**src/rtl/axil_addr_decoder.sv**
```systemverilog
// Purpose : 1-master to N-slave AXI-Lite address decoder; unmapped addresses get DECERR locally.
// Latency : write miss B one cycle after W; read miss R two cycles after AR; hits add slave latency.
// Backpres: one outstanding transaction per path; every output is a register, so no comb paths.
// Ports   : aclk/areset (sync, active-high); m_* master-side AW/W/B/AR/R; s_* per-slave valid/ready
//           vectors, broadcast addr/prot/data/strb, and flattened per-slave response/data slices.
module axil_addr_decoder #(
  parameter int                          N_SLAVES  = 4,
  parameter int                          ADDR_W    = 32,
  parameter int                          DATA_W    = 32,
  parameter logic [N_SLAVES*ADDR_W-1:0]  BASE_ADDR = '0,
  parameter logic [N_SLAVES*ADDR_W-1:0]  ADDR_MASK = '0
) (
  input  logic                         aclk,
  input  logic                         areset,
  // master write
  input  logic                         m_awValid,
  output logic                         m_awReady,
  input  logic [ADDR_W-1:0]            m_awAddr,
  input  logic [2:0]                   m_awProt,
  input  logic                         m_wValid,
  output logic                         m_wReady,
  input  logic [DATA_W-1:0]            m_wData,
  input  logic [DATA_W/8-1:0]          m_wStrb,
  output logic                         m_bValid,
  input  logic                         m_bReady,
  output logic [1:0]                   m_bResp,
  // master read
  input  logic                         m_arValid,
  output logic                         m_arReady,
  input  logic [ADDR_W-1:0]            m_arAddr,
  input  logic [2:0]                   m_arProt,
  output logic                         m_rValid,
  input  logic                         m_rReady,
  output logic [DATA_W-1:0]            m_rData,
  output logic [1:0]                   m_rResp,
  // slave write
  output logic [N_SLAVES-1:0]          s_awValid,
  input  logic [N_SLAVES-1:0]          s_awReady,
  output logic [ADDR_W-1:0]            s_awAddr,
  output logic [2:0]                   s_awProt,
  output logic [N_SLAVES-1:0]          s_wValid,
  input  logic [N_SLAVES-1:0]          s_wReady,
  output logic [DATA_W-1:0]            s_wData,
  output logic [DATA_W/8-1:0]          s_wStrb,
  input  logic [N_SLAVES-1:0]          s_bValid,
  output logic [N_SLAVES-1:0]          s_bReady,
  input  logic [N_SLAVES*2-1:0]        s_bResp,
  // slave read
  output logic [N_SLAVES-1:0]          s_arValid,
  input  logic [N_SLAVES-1:0]          s_arReady,
  output logic [ADDR_W-1:0]            s_arAddr,
  output logic [2:0]                   s_arProt,
  input  logic [N_SLAVES-1:0]          s_rValid,
  output logic [N_SLAVES-1:0]          s_rReady,
  input  logic [N_SLAVES*DATA_W-1:0]   s_rData,
  input  logic [N_SLAVES*2-1:0]        s_rResp
);

  localparam int SEL_W  = (N_SLAVES > 1) ? $clog2(N_SLAVES) : 1;
  localparam int STRB_W = DATA_W / 8;

  typedef enum logic [2:0] {W_IDLE, W_DATA, W_SLV, W_BWAIT, W_RESP} wstate_t;
  typedef enum logic [1:0] {R_IDLE, R_SLV, R_WAIT, R_RESP} rstate_t;

  // Returns {miss, index}. Scanning from the top down lets the lowest hit overwrite.
  function automatic logic [SEL_W:0] f_decode(input logic [ADDR_W-1:0] addr);
    logic [SEL_W:0] res;
    res = {1'b1, {SEL_W{1'b0}}};
    for (int i = N_SLAVES - 1; i >= 0; i--) begin
      if (((addr ^ BASE_ADDR[i*ADDR_W +: ADDR_W]) & ADDR_MASK[i*ADDR_W +: ADDR_W]) == '0)
        res = {1'b0, SEL_W'(i)};
    end
    return res;
  endfunction

  // write path state
  wstate_t               r_wstate;
  logic                  r_awready, r_wready, r_bvalid;
  logic [1:0]            r_bresp;
  logic [SEL_W-1:0]      r_wsel;
  logic                  r_wmiss;
  logic                  r_aw_done, r_w_done;
  logic [N_SLAVES-1:0]   r_saw_valid, r_sw_valid, r_sb_ready;
  logic [ADDR_W-1:0]     r_saw_addr;
  logic [2:0]            r_saw_prot;
  logic [DATA_W-1:0]     r_sw_data;
  logic [STRB_W-1:0]     r_sw_strb;

  // read path state
  rstate_t               r_rstate;
  logic                  r_arready, r_rvalid;
  logic [1:0]            r_rresp;
  logic [DATA_W-1:0]     r_rdata;
  logic [SEL_W-1:0]      r_rsel;
  logic [N_SLAVES-1:0]   r_sar_valid, r_sr_ready;
  logic [ADDR_W-1:0]     r_sar_addr;
  logic [2:0]            r_sar_prot;

  logic [SEL_W:0]        w_aw_dec, w_ar_dec;
  logic [N_SLAVES-1:0]   w_wsel_oh, w_rsel_oh, w_ar_oh;
  logic                  w_aw_hs, w_w_hs;
  logic [1:0]            w_bresp_sel, w_rresp_sel;
  logic [DATA_W-1:0]     w_rdata_sel;

  assign w_aw_dec  = f_decode(m_awAddr);
  assign w_ar_dec  = f_decode(m_arAddr);
  assign w_wsel_oh = N_SLAVES'(1) << r_wsel;
  assign w_rsel_oh = N_SLAVES'(1) << r_rsel;
  assign w_ar_oh   = N_SLAVES'(1) << w_ar_dec[SEL_W-1:0];
  // Only the selected bit of the valid vectors is ever set, so this masks off other slaves.
  assign w_aw_hs   = |(r_saw_valid & s_awReady);
  assign w_w_hs    = |(r_sw_valid & s_wReady);

  // Response/data muxes driven by the latched selection; unselected slices are ignored.
  always_comb begin
    w_bresp_sel = '0;
    w_rresp_sel = '0;
    w_rdata_sel = '0;
    for (int i = 0; i < N_SLAVES; i++) begin
      if (r_wsel == SEL_W'(i)) w_bresp_sel = s_bResp[i*2 +: 2];
      if (r_rsel == SEL_W'(i)) begin
        w_rresp_sel = s_rResp[i*2 +: 2];
        w_rdata_sel = s_rData[i*DATA_W +: DATA_W];
      end
    end
  end

  always_ff @(posedge aclk) begin
    if (areset) begin
      r_wstate    <= W_IDLE;
      r_awready   <= 1'b0;
      r_wready    <= 1'b0;
      r_bvalid    <= 1'b0;
      r_bresp     <= 2'b00;
      r_wsel      <= '0;
      r_wmiss     <= 1'b0;
      r_aw_done   <= 1'b0;
      r_w_done    <= 1'b0;
      r_saw_valid <= '0;
      r_sw_valid  <= '0;
      r_sb_ready  <= '0;
      r_saw_addr  <= '0;
      r_saw_prot  <= '0;
      r_sw_data   <= '0;
      r_sw_strb   <= '0;
    end else begin
      case (r_wstate)
        W_IDLE: begin
          r_awready <= 1'b1;
          if (m_awValid && r_awready) begin
            r_awready  <= 1'b0;
            r_wready   <= 1'b1;
            r_saw_addr <= m_awAddr;
            r_saw_prot <= m_awProt;
            r_wsel     <= w_aw_dec[SEL_W-1:0];
            r_wmiss    <= w_aw_dec[SEL_W];
            r_wstate   <= W_DATA;
          end
        end
        W_DATA: begin
          if (m_wValid && r_wready) begin
            r_wready  <= 1'b0;
            r_sw_data <= m_wData;
            r_sw_strb <= m_wStrb;
            if (r_wmiss) begin
              r_bvalid <= 1'b1;
              r_bresp  <= 2'b11;
              r_wstate <= W_RESP;
            end else begin
              r_saw_valid <= w_wsel_oh;
              r_sw_valid  <= w_wsel_oh;
              r_aw_done   <= 1'b0;
              r_w_done    <= 1'b0;
              r_wstate    <= W_SLV;
            end
          end
        end
        W_SLV: begin
          // AW and W complete independently, in either order or together.
          if (w_aw_hs) begin
            r_saw_valid <= '0;
            r_aw_done   <= 1'b1;
          end
          if (w_w_hs) begin
            r_sw_valid <= '0;
            r_w_done   <= 1'b1;
          end
          if ((r_aw_done || w_aw_hs) && (r_w_done || w_w_hs)) begin
            r_sb_ready <= w_wsel_oh;
            r_wstate   <= W_BWAIT;
          end
        end
        W_BWAIT: begin
          if (s_bValid[r_wsel]) begin
            r_sb_ready <= '0;
            r_bresp    <= w_bresp_sel;
            r_bvalid   <= 1'b1;
            r_wstate   <= W_RESP;
          end
        end
        W_RESP: begin
          if (m_bReady) begin
            r_bvalid  <= 1'b0;
            r_awready <= 1'b1;
            r_wstate  <= W_IDLE;
          end
        end
        default: r_wstate <= W_IDLE;
      endcase
    end
  end

  always_ff @(posedge aclk) begin
    if (areset) begin
      r_rstate    <= R_IDLE;
      r_arready   <= 1'b0;
      r_rvalid    <= 1'b0;
      r_rresp     <= 2'b00;
      r_rdata     <= '0;
      r_rsel      <= '0;
      r_sar_valid <= '0;
      r_sr_ready  <= '0;
      r_sar_addr  <= '0;
      r_sar_prot  <= '0;
    end else begin
      case (r_rstate)
        R_IDLE: begin
          r_arready <= 1'b1;
          if (m_arValid && r_arready) begin
            r_arready  <= 1'b0;
            r_sar_addr <= m_arAddr;
            r_sar_prot <= m_arProt;
            r_rsel     <= w_ar_dec[SEL_W-1:0];
            if (w_ar_dec[SEL_W]) begin
              r_rdata  <= '0;
              r_rresp  <= 2'b11;
              r_rstate <= R_RESP;
            end else begin
              r_sar_valid <= w_ar_oh;
              r_rstate    <= R_SLV;
            end
          end
        end
        R_SLV: begin
          if (|(r_sar_valid & s_arReady)) begin
            r_sar_valid <= '0;
            r_sr_ready  <= w_rsel_oh;
            r_rstate    <= R_WAIT;
          end
        end
        R_WAIT: begin
          if (s_rValid[r_rsel]) begin
            r_sr_ready <= '0;
            r_rdata    <= w_rdata_sel;
            r_rresp    <= w_rresp_sel;
            r_rstate   <= R_RESP;
          end
        end
        R_RESP: begin
          // rValid rises one cycle after entry, giving the two-cycle miss latency.
          if (!r_rvalid) begin
            r_rvalid <= 1'b1;
          end else if (m_rReady) begin
            r_rvalid  <= 1'b0;
            r_arready <= 1'b1;
            r_rstate  <= R_IDLE;
          end
        end
        default: r_rstate <= R_IDLE;
      endcase
    end
  end

  assign m_awReady = r_awready;
  assign m_wReady  = r_wready;
  assign m_bValid  = r_bvalid;
  assign m_bResp   = r_bresp;
  assign m_arReady = r_arready;
  assign m_rValid  = r_rvalid;
  assign m_rData   = r_rdata;
  assign m_rResp   = r_rresp;
  assign s_awValid = r_saw_valid;
  assign s_awAddr  = r_saw_addr;
  assign s_awProt  = r_saw_prot;
  assign s_wValid  = r_sw_valid;
  assign s_wData   = r_sw_data;
  assign s_wStrb   = r_sw_strb;
  assign s_bReady  = r_sb_ready;
  assign s_arValid = r_sar_valid;
  assign s_arAddr  = r_sar_addr;
  assign s_arProt  = r_sar_prot;
  assign s_rReady  = r_sr_ready;

endmodule

```
**config.mk**
```make
export PLATFORM = sky130hd
export DESIGN_NAME = axil_addr_decoder
export DESIGN_NICKNAME = d
export VERILOG_FILES = /design/src/rtl/axil_addr_decoder.sv
export SDC_FILE = /design/constraint.sdc
export NUM_CORES = 1
export LEC_CHECK = 0
export CAP_MARGIN = 0
export CORE_AREA = 5 5 169 171
export CTS_BUF_LIST = sky130_fd_sc_hd__clkbuf_2
export DETAILED_ROUTE_END_ITERATION = 6
export DIE_AREA = 0 0 174 176
export PLACE_DENSITY = 0.52
export SLEW_MARGIN = 20
export SYNTH_ARGS = -nofsm -noshare
export SYNTH_HDL_FRONTEND = slang
export SYNTH_SLANG_ARGS = --single-unit
```
**constraint.sdc**
```tcl
create_clock -name aclk -period 2.7 [get_ports aclk]
set_clock_uncertainty 0.1 [all_clocks]
set_input_delay 0.54 -clock aclk [delete_from_list [all_inputs] [get_ports aclk]]
set_output_delay 0.54 -clock aclk [all_outputs]
set_load 0.02 [all_outputs]
```
m1.png
Scale bar: 50 um. Cells faint in the background.
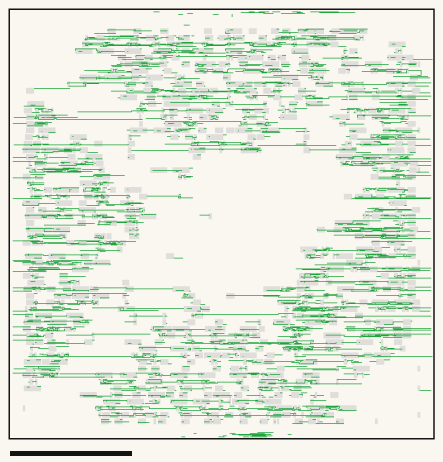
nets with wire on the layer: 1,073
main direction: horizontal
share of all routed wire: 43%
longest straight run: 58.4 um
wire length on this layer: 8,700 um

m2.png
Scale bar: 50 um. Cells faint in the background.
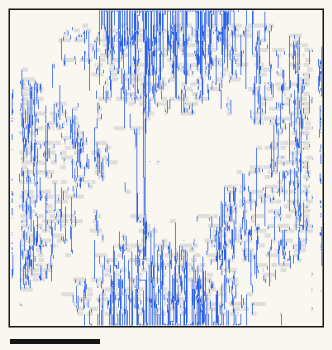
main direction: vertical
nets with wire on the layer: 937
longest straight run: 54.6 um
share of all routed wire: 48%
wire length on this layer: 9,720 um

m3.png
Scale bar: 50 um. Cells faint in the background.
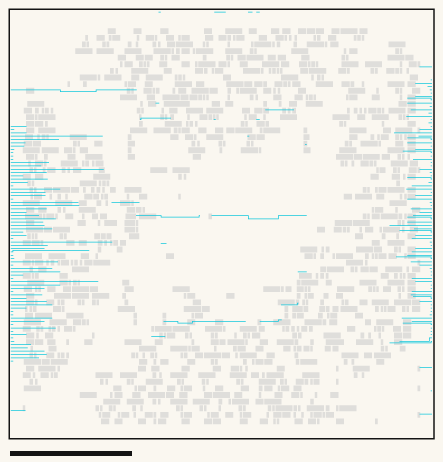
main direction: horizontal
longest straight run: 41.4 um
wire length on this layer: 1,510 um
nets with wire on the layer: 164
Total Wirelength: 20.2 mm
DR vias: 5,787
met3 GRT Util: 5.22%

m4.png
Scale bar: 50 um.
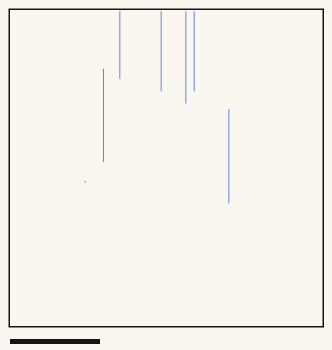
nets with wire on the layer: 7
share of all routed wire: 1.4%
main direction: vertical

congestion_map.png
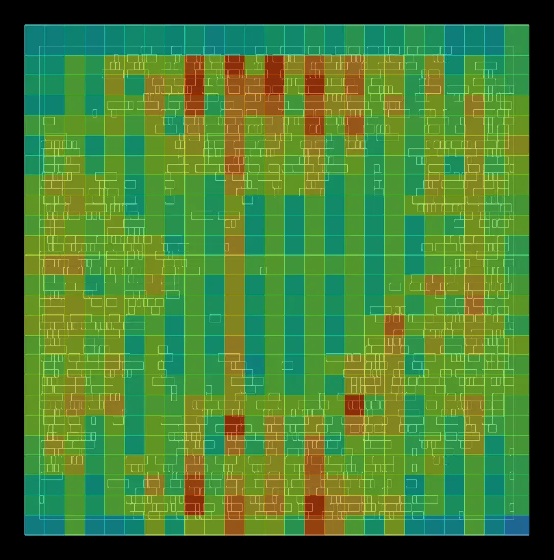
gr usage total: 12.6%
final core utilization: 35.4%

==> results.yml <==
# generated from flow reports
synthesis:
  syn_area_um2: 5910
  synth_cells: 742
  largest_area_cell: "dfxtp_1"
  synth.top_cell.area_share_pct: 53.8
  ys_area_um2: 5910
  avgSynthCellArea_um2: 7.97
  edf_count: 0
  ys_types: 35
  synth_seq_share_pct: 53.8
  ys.flops: 159
  synthTopCellsByArea: "dfxtp_1 54%, nand2_1 18%, a21oi_1 13%, buf_4 2.2%, clkbuf_1 2.0%"
  synthTopCellsByCount: "287 x nand2_1, 159 x dfxtp_1, 152 x a21oi_1, 31 x clkbuf_1, 23 x nor2_1"
  async_flop_share_pct: 0
floorplan:
  design.core.area_um2: 26700
  initial_core_util_pct: 22.1
  chipArea_um2: 30600
  dieWidth_um: 174
  rows: 60
final_layout:
  largest_class: "buffers"
  layout-drive-gt1-share_pct: 4.99
  num-multi-input-gates: 527
  nClkBuffers: 17
  fin_cells: 1383
  num_antenna_cells: 0
  n_all_inverters: 5
  nonClkBufAreaFrac_pct: 33.9
  seq_share_pct: 33.7
  clock_area_share_pct: 2.33
  lay_top_count: "clkdlybuf4s50_1"
  sh_comb_area_pct: 25.3
clocking:
  cts.sinks: 159
  ctsResizeCount: 0
  ctsHoldBuffers: 0
  clkLatencyLatePin_ns: 0.68
  cts_buffers: 17
  cts_setup_buffers: 0
final_timing:
  setup_viol: 0
  relSlewSlack_pct: 64.8
  finalHoldViolations: 0
  hold_ws_ns: 0.202
  tns_ns: 0
  fin_crit_sh_pct: 90.2
  fmax_ghz: 0.411
  rsz0062_at_grt: "false"
global_routing:
  overflow: 0
  first_global_vias: 5512
  grt_pass1_wl_mm: 30.8
min_path:
  holdPathEnd: "s_bReady[0]"
  whs_path_depth: 2
  hold_class: "in2reg"
  hp-start: "areset"
placed_design:
  gp_congestion: 0.722
  hpwl_mm: 14.5
  dp_cells: 1351
power:
  internal-power_mw: 3.71
  power.group.top: "registers"
  p_switching_mw: 2.02
  p_comb_share_pct: 30.2
  peakVddDrop_uv: 214
  swShare_pct: 35.2
setup_path:
  worstSetupEndpointType: "primary output"
  r2r_cells: 6
  worstSetupStartpointType: "register"
  worstPathRequired_ns: 2.06
  reg2reg_from: "r_rstate[1]"
  crit_chain: "clkdlybuf4s50_1"
  r2r_end: "r_rstate[1]"
  slowest_stage: "clkdlybuf4s50_1"
  path_class: "reg2out"
route:
  via_per_inst: 4.18
  ant_nets: 0
flow_run:
  max_cap_viol_count: 0
outcome:
  status: "finished, final reports clean"
==> cell families after synthesis <==
| group | Yosys count | share of synthesized area [%] |
|---|---|---|
| other | 1 | 0.0634 |
| DFF | 159 | 53.8 |
| muxes | 3 | 0.508 |
| AOI/OAI and AO/OA | 170 | 15.4 |
| adders and majority gates | 5 | 1.06 |
| buffers and inverters | 70 | 6.62 |
| and+or+nand+nor | 334 | 22.5 |
==> worst reg2reg max path, delay by kind of cell (launching register included) <==
kind | cells | cell delay (ns)
AOI/OAI and AO/OA | 2 | 0.69
adders and majority gates | 1 | 0.22
buffers and inverters | 1 | 0.10
DFF | 1 | 0.44
muxes | 1 | 0.24
and+or+nand+nor | 1 | 0.05
==> worst max-delay path by stage <==
stage	slack [ns]	start	depth (start not counted)	to
final	0.26	m_awReady	1	m_awReady
after global routing	0.04	m_arReady	1	m_arReady
after CTS	0.11	m_awReady	1	m_awReady
after detailed placement	0.42	m_awValid	6	s_awAddr[24]
after global placement	0.44	m_awValid	6	s_awAddr[19]
after floorplan	0.98	r_rstate[1]	6	r_rstate[1]
==> per-layer routing <==
layer	GRT usage, %	wire length [um]	vias up
met4	3.17	281	4
met3	5.22	1510	17
li1	-	-	2952
met5	0	34	-
met1	15.2	8700	2633
met2	20.9	9720	181
==> stage by stage <==
step | power (mW) | instance area (um^2) | setup WS (ns)
finish | 5.73 | 9450 | 0.264
global placement | 4.51 | 9230 | 0.443
global route | 6.14 | 9450 | 0.0355
floorplan | 3.71 | 5970 | 0.977
detailed placement | 4.52 | 9230 | 0.417
CTS | 5.89 | 9450 | 0.112
Power is estimated from default activity; no workload was simulated.
